### src/rtl/dec_to_bin_pkg.sv
// Shared FSM encoding, digit-correction constants and width mapping for dec_to_bin.
package dec_to_bin_pkg;

   typedef enum logic [1:0] {
      ST_IDLE,
      ST_SHIFT,
      ST_SUB3,
      ST_DONE
   } state_t;

   localparam logic [3:0] ADJ_THRESH = 4'd8;
   localparam logic [3:0] ADJ_SUB    = 4'd3;

   // Wide enough to count the largest conversion (14 steps).
   localparam int STEP_W = 4;

   function automatic int bin_w(input int ndig);
      int w;
      case (ndig)
         1:       w = 4;
         2:       w = 7;
         3:       w = 10;
         default: w = 14;
      endcase
      return w;
   endfunction

endpackage

### src/rtl/bcd_digit_adj.sv
// Reverse double-dabble correction for one BCD digit field: subtract 3 when the field is 8 or more.
module bcd_digit_adj
   import dec_to_bin_pkg::*;
(
   input  logic [3:0] din,
   output logic [3:0] dout
);

   assign dout = (din >= ADJ_THRESH) ? (din - ADJ_SUB) : din;

endmodule

### src/rtl/dec_to_bin.sv
// Sequential BCD-to-binary converter (reverse double-dabble), one result per 2*BIN_W+1 cycles.
// Optional DEC_TO_BIN_RANGE_CHECK_EN: digits > 9 short-circuit to done with err=1, bin=0.
module dec_to_bin
   import dec_to_bin_pkg::*;
#(
   parameter  int NDIG  = 3,
   localparam int BIN_W = bin_w(NDIG)
) (
   input  logic              clk,
   input  logic              rst_n,
   input  logic [4*NDIG-1:0] bcd,
   input  logic              start,
   output logic              busy,
   output logic              done,
   output logic [BIN_W-1:0]  bin,
   output logic              err
);

   localparam logic [STEP_W-1:0] LAST_STEP = STEP_W'(BIN_W - 1);

   state_t              state_q, state_d;
   logic [4*NDIG-1:0]   dig_q, dig_d;
   logic [BIN_W-1:0]    acc_q, acc_d;
   logic [STEP_W-1:0]   step_q, step_d;
   logic [BIN_W-1:0]    bin_q, bin_d;
   logic                bad_q, bad_d;
   logic                err_q, err_d;
   logic                done_q, done_d;
   logic                busy_q, busy_d;
   logic [4*NDIG-1:0]   dig_adj;
   logic                bad_digit;

   for (genvar i = 0; i < NDIG; i++) begin : g_adj
      bcd_digit_adj u_adj (
         .din  (dig_q[4*i +: 4]),
         .dout (dig_adj[4*i +: 4])
      );
   end

`ifdef DEC_TO_BIN_RANGE_CHECK_EN
   always_comb begin
      bad_digit = 1'b0;
      for (int i = 0; i < NDIG; i++) begin
         if (bcd[4*i +: 4] > 4'd9) bad_digit = 1'b1;
      end
   end
`else
   assign bad_digit = 1'b0;
`endif

   always_comb begin
      state_d = state_q;
      dig_d   = dig_q;
      acc_d   = acc_q;
      step_d  = step_q;
      bin_d   = bin_q;
      bad_d   = bad_q;
      err_d   = err_q;
      done_d  = 1'b0;
      case (state_q)
         ST_IDLE: begin
            if (start) begin
               dig_d   = bcd;
               acc_d   = '0;
               step_d  = '0;
               bad_d   = bad_digit;
               state_d = bad_digit ? ST_DONE : ST_SHIFT;
            end
         end
         ST_SHIFT: begin
            // The digit chain and accumulator form one long right-shift register.
            {dig_d, acc_d} = {1'b0, dig_q, acc_q[BIN_W-1:1]};
            step_d  = step_q + 1'b1;
            state_d = (step_q == LAST_STEP) ? ST_DONE : ST_SUB3;
         end
         ST_SUB3: begin
            dig_d   = dig_adj;
            state_d = ST_SHIFT;
         end
         ST_DONE: begin
            bin_d   = acc_q;
            err_d   = bad_q;
            done_d  = 1'b1;
            state_d = ST_IDLE;
         end
         default: state_d = ST_IDLE;
      endcase
      busy_d = (state_d != ST_IDLE);
   end

   always_ff @(posedge clk) begin
      if (!rst_n) begin
         state_q <= ST_IDLE;
         dig_q   <= '0;
         acc_q   <= '0;
         step_q  <= '0;
         bin_q   <= '0;
         bad_q   <= 1'b0;
         err_q   <= 1'b0;
         done_q  <= 1'b0;
         busy_q  <= 1'b0;
      end else begin
         state_q <= state_d;
         dig_q   <= dig_d;
         acc_q   <= acc_d;
         step_q  <= step_d;
         bin_q   <= bin_d;
         bad_q   <= bad_d;
         err_q   <= err_d;
         done_q  <= done_d;
         busy_q  <= busy_d;
      end
   end

   assign busy = busy_q;
   assign done = done_q;
   assign bin  = bin_q;
   assign err  = err_q;

endmodule

### config.mk
export PLATFORM = sky130hd
export DESIGN_NAME = dec_to_bin
export DESIGN_NICKNAME = d
export VERILOG_FILES = /design/src/rtl/dec_to_bin_pkg.sv /design/src/rtl/bcd_digit_adj.sv /design/src/rtl/dec_to_bin.sv
export SDC_FILE = /design/constraint.sdc
export NUM_CORES = 1
export LEC_CHECK = 0
export CAP_MARGIN = 20
export CORE_ASPECT_RATIO = 1.4
export CORE_MARGIN = 4
export CORE_UTILIZATION = 40
export CTS_CLUSTER_SIZE = 30
export DETAILED_ROUTE_END_ITERATION = 12
export PLACE_DENSITY = 0.72
export SLEW_MARGIN = 20
export SYNTH_ARGS = -nofsm -noshare
export SYNTH_HDL_FRONTEND = slang
export SYNTH_HIERARCHICAL = 1
export SYNTH_SLANG_ARGS = --single-unit
### constraint.sdc
create_clock -name clk -period 1.7 [get_ports clk]
set_input_delay 0.34 -clock clk [delete_from_list [all_inputs] [get_ports clk]]
set_output_delay 0.34 -clock clk [all_outputs]
set_load 0.1 [all_outputs]
run_1/sizing.png
Scale bar: 20 um.
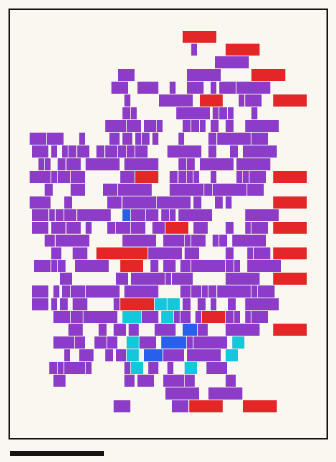
- red: x6 and larger (cells 19; most used buf_12)
- purple: x1 and smaller (cells 225; most used dfxtp_1)
- cyan: x3 and x4 (cells 10; most used buf_4)
- blue: x2 (cells 4)

run_1/closeup.png
Window x 36 to 66, y 8 to 38 um. Cells in gray, sequential cells in the stronger gray; small squares are vias.
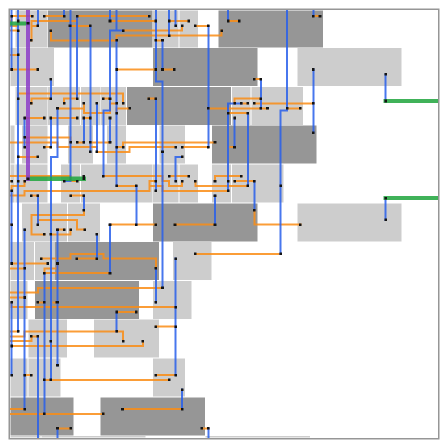
- orange: M1
- purple: M4
- blue: M2
- green: M3
- cells with their middle in the window: 42
- most frequent: dfxtp_1 (10), nand2_1 (4)
- netlist names of flops here include: bin (3), acc_q (2), state_q (2)
- sequential cells in the window: 10

run_1/ff_map.png
Scale bar: 20 um. Other sequential cells in the stronger gray, the rest of the logic in the fainter gray.
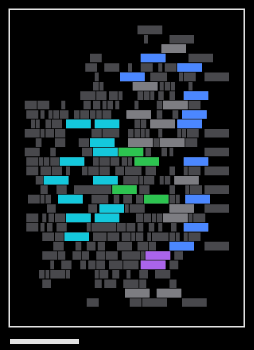
- purple: state_q (placed flops 2)
- green: step_q (placed flops 4; where center)
- cyan: dig_q (placed flops 12)
- blue: bin (placed flops 10)
- not colored: 12

run_1/clock_wires.png
Scale bar: 20 um.
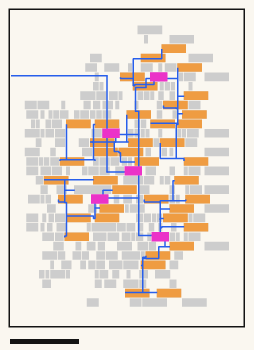
- blue: clock wires (length 437 um)
- orange: flip-flops (count 40)
- magenta: clock-net drivers (count 5)
- routed clock nets: 6

==> run 1: worst max-delay path by stage <==
stage | slack (ps) | startpoint | end | cells after the start
5_1_grt | 0.7 | state_q[1] | dig_q[11] | 6
3_5_place_dp | 20 | start | dig_q[5] | 5
2_1_floorplan | 20 | state_q[0] | dig_q[0] | 7
4_1_cts | 100 | state_q[1] | dig_q[10] | 6
6_report | 130 | state_q[1] | dig_q[11] | 5
3_3_place_gp | 60 | start | dig_q[2] | 5
==> run 1: cell usage after synthesis (6+ instances only) <==
cell type / count
nand3_1: 11
dfxtp_1: 40
mux2i_1: 12
buf_2: 7
a22o_1: 10
a22oi_1: 11
ha_1: 13
nand2b_1: 6
nand2_1: 18
inv_1: 10
a21oi_1: 27
nor2_1: 21
==> run 1: timing repair <==
item / CTS / global route
endpoints found under the setup margin: 0 / 11
resized: 0 / 2
hold buffers: 0 / 0
==> run 1: per-layer routing <==
metal  global-route usage [%]  part of all wire, %  up-vias
met2                     23.6                   52       30
li1                         -                    -      839
met4                     5.58                  1.8        0
met5                        0                    0        -
met1                     15.9                   42      744
met3                     2.97                  3.9        7
==> run 1: worst max-delay path, cell delays in order (launching register included) <==
cell and delay (ps):
dfxtp_1 370, inv_1 90, ha_2 330, buf_4 240, a31oi_1 140, a221oi_1 300
==> run 1: report_power, final <==
group | total (W) | switching [W] | internal [W] | leakage [nW]
sequential | 0.00112 | 0.000106 | 0.00101 | 0.325
combinational | 0.000700 | 0.000391 | 0.000309 | 0.605
clock | 0.000742 | 0.000307 | 0.000435 | 0.0552
total | 0.00256 | 0.000805 | 0.00176 | 0.985
==> run 1: sequential cells by signal, indices dropped and copies added (netlist names) <==
name	count
state_q	2
dig_q	12
step_q	4
acc_q	10
done	1
bin	10
busy	1
==> run 1: cell families after synthesis <==
family | count (synthesis)
AOI/OAI and AO/OA | 59
and+or+nand+nor | 71
xor gates and xnor gates | 6
other | 1
muxes | 13
buffers and inverters | 26
DFF | 40
adders and majority gates | 13
==> run 1: metrics by stage <==
| stage | std cells | setup WS, ps | total power [W] |
|---|---|---|---|
| after floorplan | 229 | 16.6 | 0.00162 |
| after global placement | 314 | 55.8 | 0.00182 |
| after detailed placement | 314 | 21.9 | 0.00183 |
| after CTS | 322 | 99.2 | 0.00258 |
| after global routing | 322 | 0.719 | 0.00271 |
| final | 322 | 126 | 0.00256 |
==> run 1: cell type report <==
cell class,count,area [sq um]
fill,437,2270
multi-input combinational,163,1080
sequential,40,801
timing repair buffer,36,468
tap,64,80.1
clock buffer,6,72.6
inverter,11,41.3
clock inverter,2,35.0
==> impl_metrics.tcl, run 1 <==
# metrics dict for downstream scripts
set metrics [dict create \
    status "completed" \
    syn_area_per_cell_sq_um 8.68 \
    via_count 1620 \
    synth_nets 257 \
    cts_setup_buffers 0 \
    dpl_cell_area_sq_um 2460 \
    postSynthSeqShare_pct 40.3 \
    power.density_nw_per_um2 995 \
    ys_area_sq_um 1990 \
    hpwl_mm 2.79 \
    path_class "flop to flop" \
    fin_nets 285 \
    holdWs_ps 461 \
    cts_max_path_buffers 2 \
    hold_viol 0 \
    endpoint_kind "flop" \
    io_pins 28 \
    crit_path_max_fanout 24 \
    drv_slew 0 \
    finalCriticalPeriod_ps 1570 \
    mux_share_pct 6.61 \
    totalWireLength_mm 3.90 \
    drtIter0Drc 73 \
    grt_max_degree 25 \
    grt_pass1_vias 1511 \
    drive_gt1_share_pct 12.8 \
    vdd_ir_drop_max_mv 0.596 \
    die_area_sq_um 6180 \
    diodes 0 \
    aoi_share_pct 19.0 \
    fin_tns_setup_ps 0 \
    edf_count 0 \
    adder_share_pct 8.18 \
    r2r_slack_ps 130 \
    chipWidth_um 67.6 \
    mostFrequentLayoutCell "dfxtp_1" \
    leakage_nw 0.985 \
    synth_warnings 6 \
    netlist_logic_family_top "AND-OR/OR-AND gates" \
    synthArstFlopShare_pct 0 \
    die_height_um 91.4 \
    min-delay-start "acc_q[0]" \
    port_buffers 26 \
    drt.antenna.violating_nets 0 \
    skew_ps 5.04 \
    warning_count 37 \
    fp-row-count 30 \
    clk_pin_slew_worst_paths_ps 70 \
    crit_required_ps 1880 \
    grt_setup_unrepaired "false" \
    yosysUniqueCellTypes 35 \
    cts_sinks 40 \
    final_area_sq_um 2570 \
    layout_top_cells "dfxtp_1 (40), a21oi_1 (27), nor2_1 (21)" \
    area_leaders "dfxtp_1 (40%), ha_1 (8.2%), a21oi_1 (6.8%)" \
    initCoreUtil_pct 41.1 \
    dominantRegCellSynth "dfxtp_1" \
    root_buffer "clkbuf_8" \
    grt_overflow 0 \
    post-route-period-util_pct 92.6 \
    core_area_sq_um 4840 \
    rr_startpoint "state_q[1]" \
    synth_area_leader_cell "dfxtp_1" \
    worstPathArrival_ps 1760 \
    viasPerCell 5.03 \
    r2r_cells 5 \
    top_area_share_pct 40.3 \
    cts_tree "yes" \
    maxSlewHeadroom_pct 66.1 \
    routedWlPerCell_um 12.1 \
    dr.pass1.iters 4 \
    antenna_found_initial 0 \
    ys_sh_simple_pct 17.1 \
    setup_viol 0 \
    worstHoldPathType "flop to flop" \
    fin_util_pct 53.2 \
    clk_latency_ps 290 \
    rr_endpoint "dig_q[11]" \
]
run_1/clock_nets.png
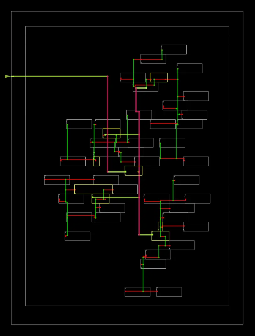

==> run 2: changes to the inputs <==
--- a/config.mk
+++ b/config.mk
@@ -12,6 +12,7 @@
 export CTS_CLUSTER_SIZE = 30
 export DETAILED_ROUTE_END_ITERATION = 12
 export PLACE_DENSITY = 0.72
+export SETUP_SLACK_MARGIN = 0.15
 export SLEW_MARGIN = 20
 export SYNTH_ARGS = -nofsm -noshare
 export SYNTH_HDL_FRONTEND = slang
run_2/clock_nets.png
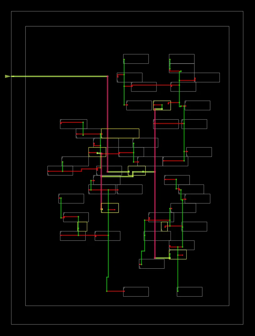
CTS buffer count: 5
clock sink total: 40
Clock group: 0.000760 W

run_2/closeup.png
Window x 36 to 66, y 8 to 38 um. Cells in gray, sequential cells in the stronger gray; small squares are vias.
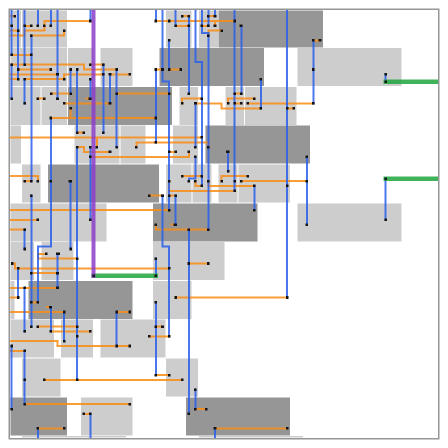

==> impl_metrics.tcl, run 2 <==
# metrics dict for downstream scripts
set metrics [dict create \
    clk_pin_slew_worst_paths_ps 70 \
    initCoreUtil_pct 41.1 \
    routedWlPerCell_um 12.0 \
    holdWs_ps 452 \
    clk_latency_ps 290 \
    path_cells "inv_2, ha_4, mux2i_4, buf_4, a31oi_1, a221oi_1" \
    endpoint_kind "flop" \
    core_area_sq_um 4840 \
    synthArstFlopShare_pct 0 \
    grt_max_degree 29 \
    yosysUniqueCellTypes 35 \
    drv_slew 0 \
    warning_count 39 \
    drtIter0Drc 104 \
    synth_area_leader_cell "dfxtp_1" \
    totalWireLength_mm 3.85 \
    edf_count 0 \
    viasPerCell 5.14 \
    path_class "flop to flop" \
    status "completed" \
    io_pins 28 \
    yosysMostFrequentCell "dfxtp_1" \
    r2r_slack_ps 240 \
    leakage_nw 0.978 \
    instances_no_fill 320 \
    regMostFlops "dig_q" \
    diodes 0 \
    fin_util_pct 53.9 \
    drt.antenna.violating_nets 0 \
    crit_path_max_fanout 5 \
    mostFrequentLayoutCell "dfxtp_1" \
    area_leaders "dfxtp_1 (40%), ha_1 (8.2%), a21oi_1 (6.8%)" \
    chipWidth_um 67.6 \
    postSynthSeqShare_pct 40.3 \
    setup_ws_ps 244 \
    timing.critical_path.buf_inv 2 \
    hold_viol 0 \
    grt_setup_unrepaired "true" \
    dp.cells 312 \
    fin_nets 283 \
    synth_nets 257 \
    place_ws_ps -15.7 \
    worstPathArrival_ps 1650 \
    antenna_found_initial 0 \
    largest_reg_flops 12 \
    setup_viol 0 \
    crit_required_ps 1900 \
    die_height_um 91.4 \
    crit_family "flip-flops" \
    drive_gt1_share_pct 16.8 \
    finalCriticalPeriod_ps 1460 \
    root_buffer "clkbuf_8" \
    via_count 1645 \
    grt_pass1_vias 1563 \
    crit_slowest_cell "dfxtp_2" \
    post-route-period-util_pct 85.6 \
    layout_top_cells "dfxtp_1 (35), a21oi_1 (27), nor2_1 (21)" \
    synth_warnings 6 \
    syn_area_per_cell_sq_um 8.68 \
    dominantRegCellSynth "dfxtp_1" \
    worstHoldPathType "flop to flop" \
    port_buffers 26 \
    common_cells "dfxtp_1 (40), a21oi_1 (27), nor2_1 (21), nand2_1 (18), ha_1 (13)" \
]
run_2/sizing.png
Scale bar: 20 um.
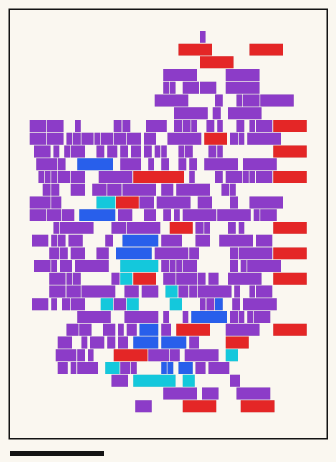
- red: x6 and larger (cells 20; most used buf_12)
- purple: x1 and smaller (cells 213; most used dfxtp_1)
- cyan: x3 and x4 (cells 11; most used buf_4)
- blue: x2 (cells 12; most used dfxtp_2)

-- run 2: area by class of cell --
| type | instances | area [sq um] |
|---|---|---|
| Timing Repair Buffer | 34 | 465 |
| Fill cell | 446 | 2230 |
| Clock buffer | 5 | 68.8 |
| Tap cell | 64 | 80.1 |
| Inverter | 11 | 41.3 |
| Multi-Input combinational cell | 163 | 1110 |
| Sequential cell | 40 | 807 |
| Clock inverter | 3 | 42.5 |
-- run 2: layer usage --
layer | vias up | global-route usage (%) | wire, um
li1 | 837 | - | -
met1 | 767 | 15.9 | 1600
met2 | 33 | 23.3 | 2010
met3 | 8 | 2.72 | 160
met4 | 0 | 7.61 | 87
met5 | - | 0 | 0
-- run 2: path summary, 6_finish.rpt --
check,from,endpoint,depth (start not counted)
max,state_q[0],dig_q[11],6
min,acc_q[0],acc_q[0],2
max reg2reg,state_q[0],dig_q[11],6
min reg2reg,acc_q[0],acc_q[0],2
-- run 2: cells by family after synthesis --
group	Yosys count	share of synthesized area, %
and+or+nand+nor	71	17.1
xor gates and xnor gates	6	2.64
buffers and inverters	26	5.98
DFF	40	40.3
adders and majority gates	13	8.18
AOI/OAI and AO/OA	59	19.0
other	1	0.189
muxes	13	6.61
-- run 2: stage by stage --
step,power (W),instance area (sq um)
final,0.00264,2610
after floorplan,0.00165,2010
after global placement,0.00185,2470
after global routing,0.00279,2610
after CTS,0.00264,2590
after detailed placement,0.00187,2470
-- run 2: tightest hold or removal path, delay by kind of cell (launching register included) --
family / cells / cell delay (ps)
flip-flops: 1 / 310
AND/OR/NAND/NOR: 1 / 50
AND-OR/OR-AND: 1 / 50
-- run 2: power by group --
part | switching [W] | internal, W
logic | 0.000400 | 0.000348
registers | 0.000110 | 0.00102
clock network | 0.000326 | 0.000434
-- run 2: timing repair --
action	4_1_cts	5_1_grt
resized	3	9
pin swaps	0	0
setup endpoints to repair	11	23
endpoints found under the hold margin	0	0
buffers inserted	0	0
Power and IR drop assume default switching activity.
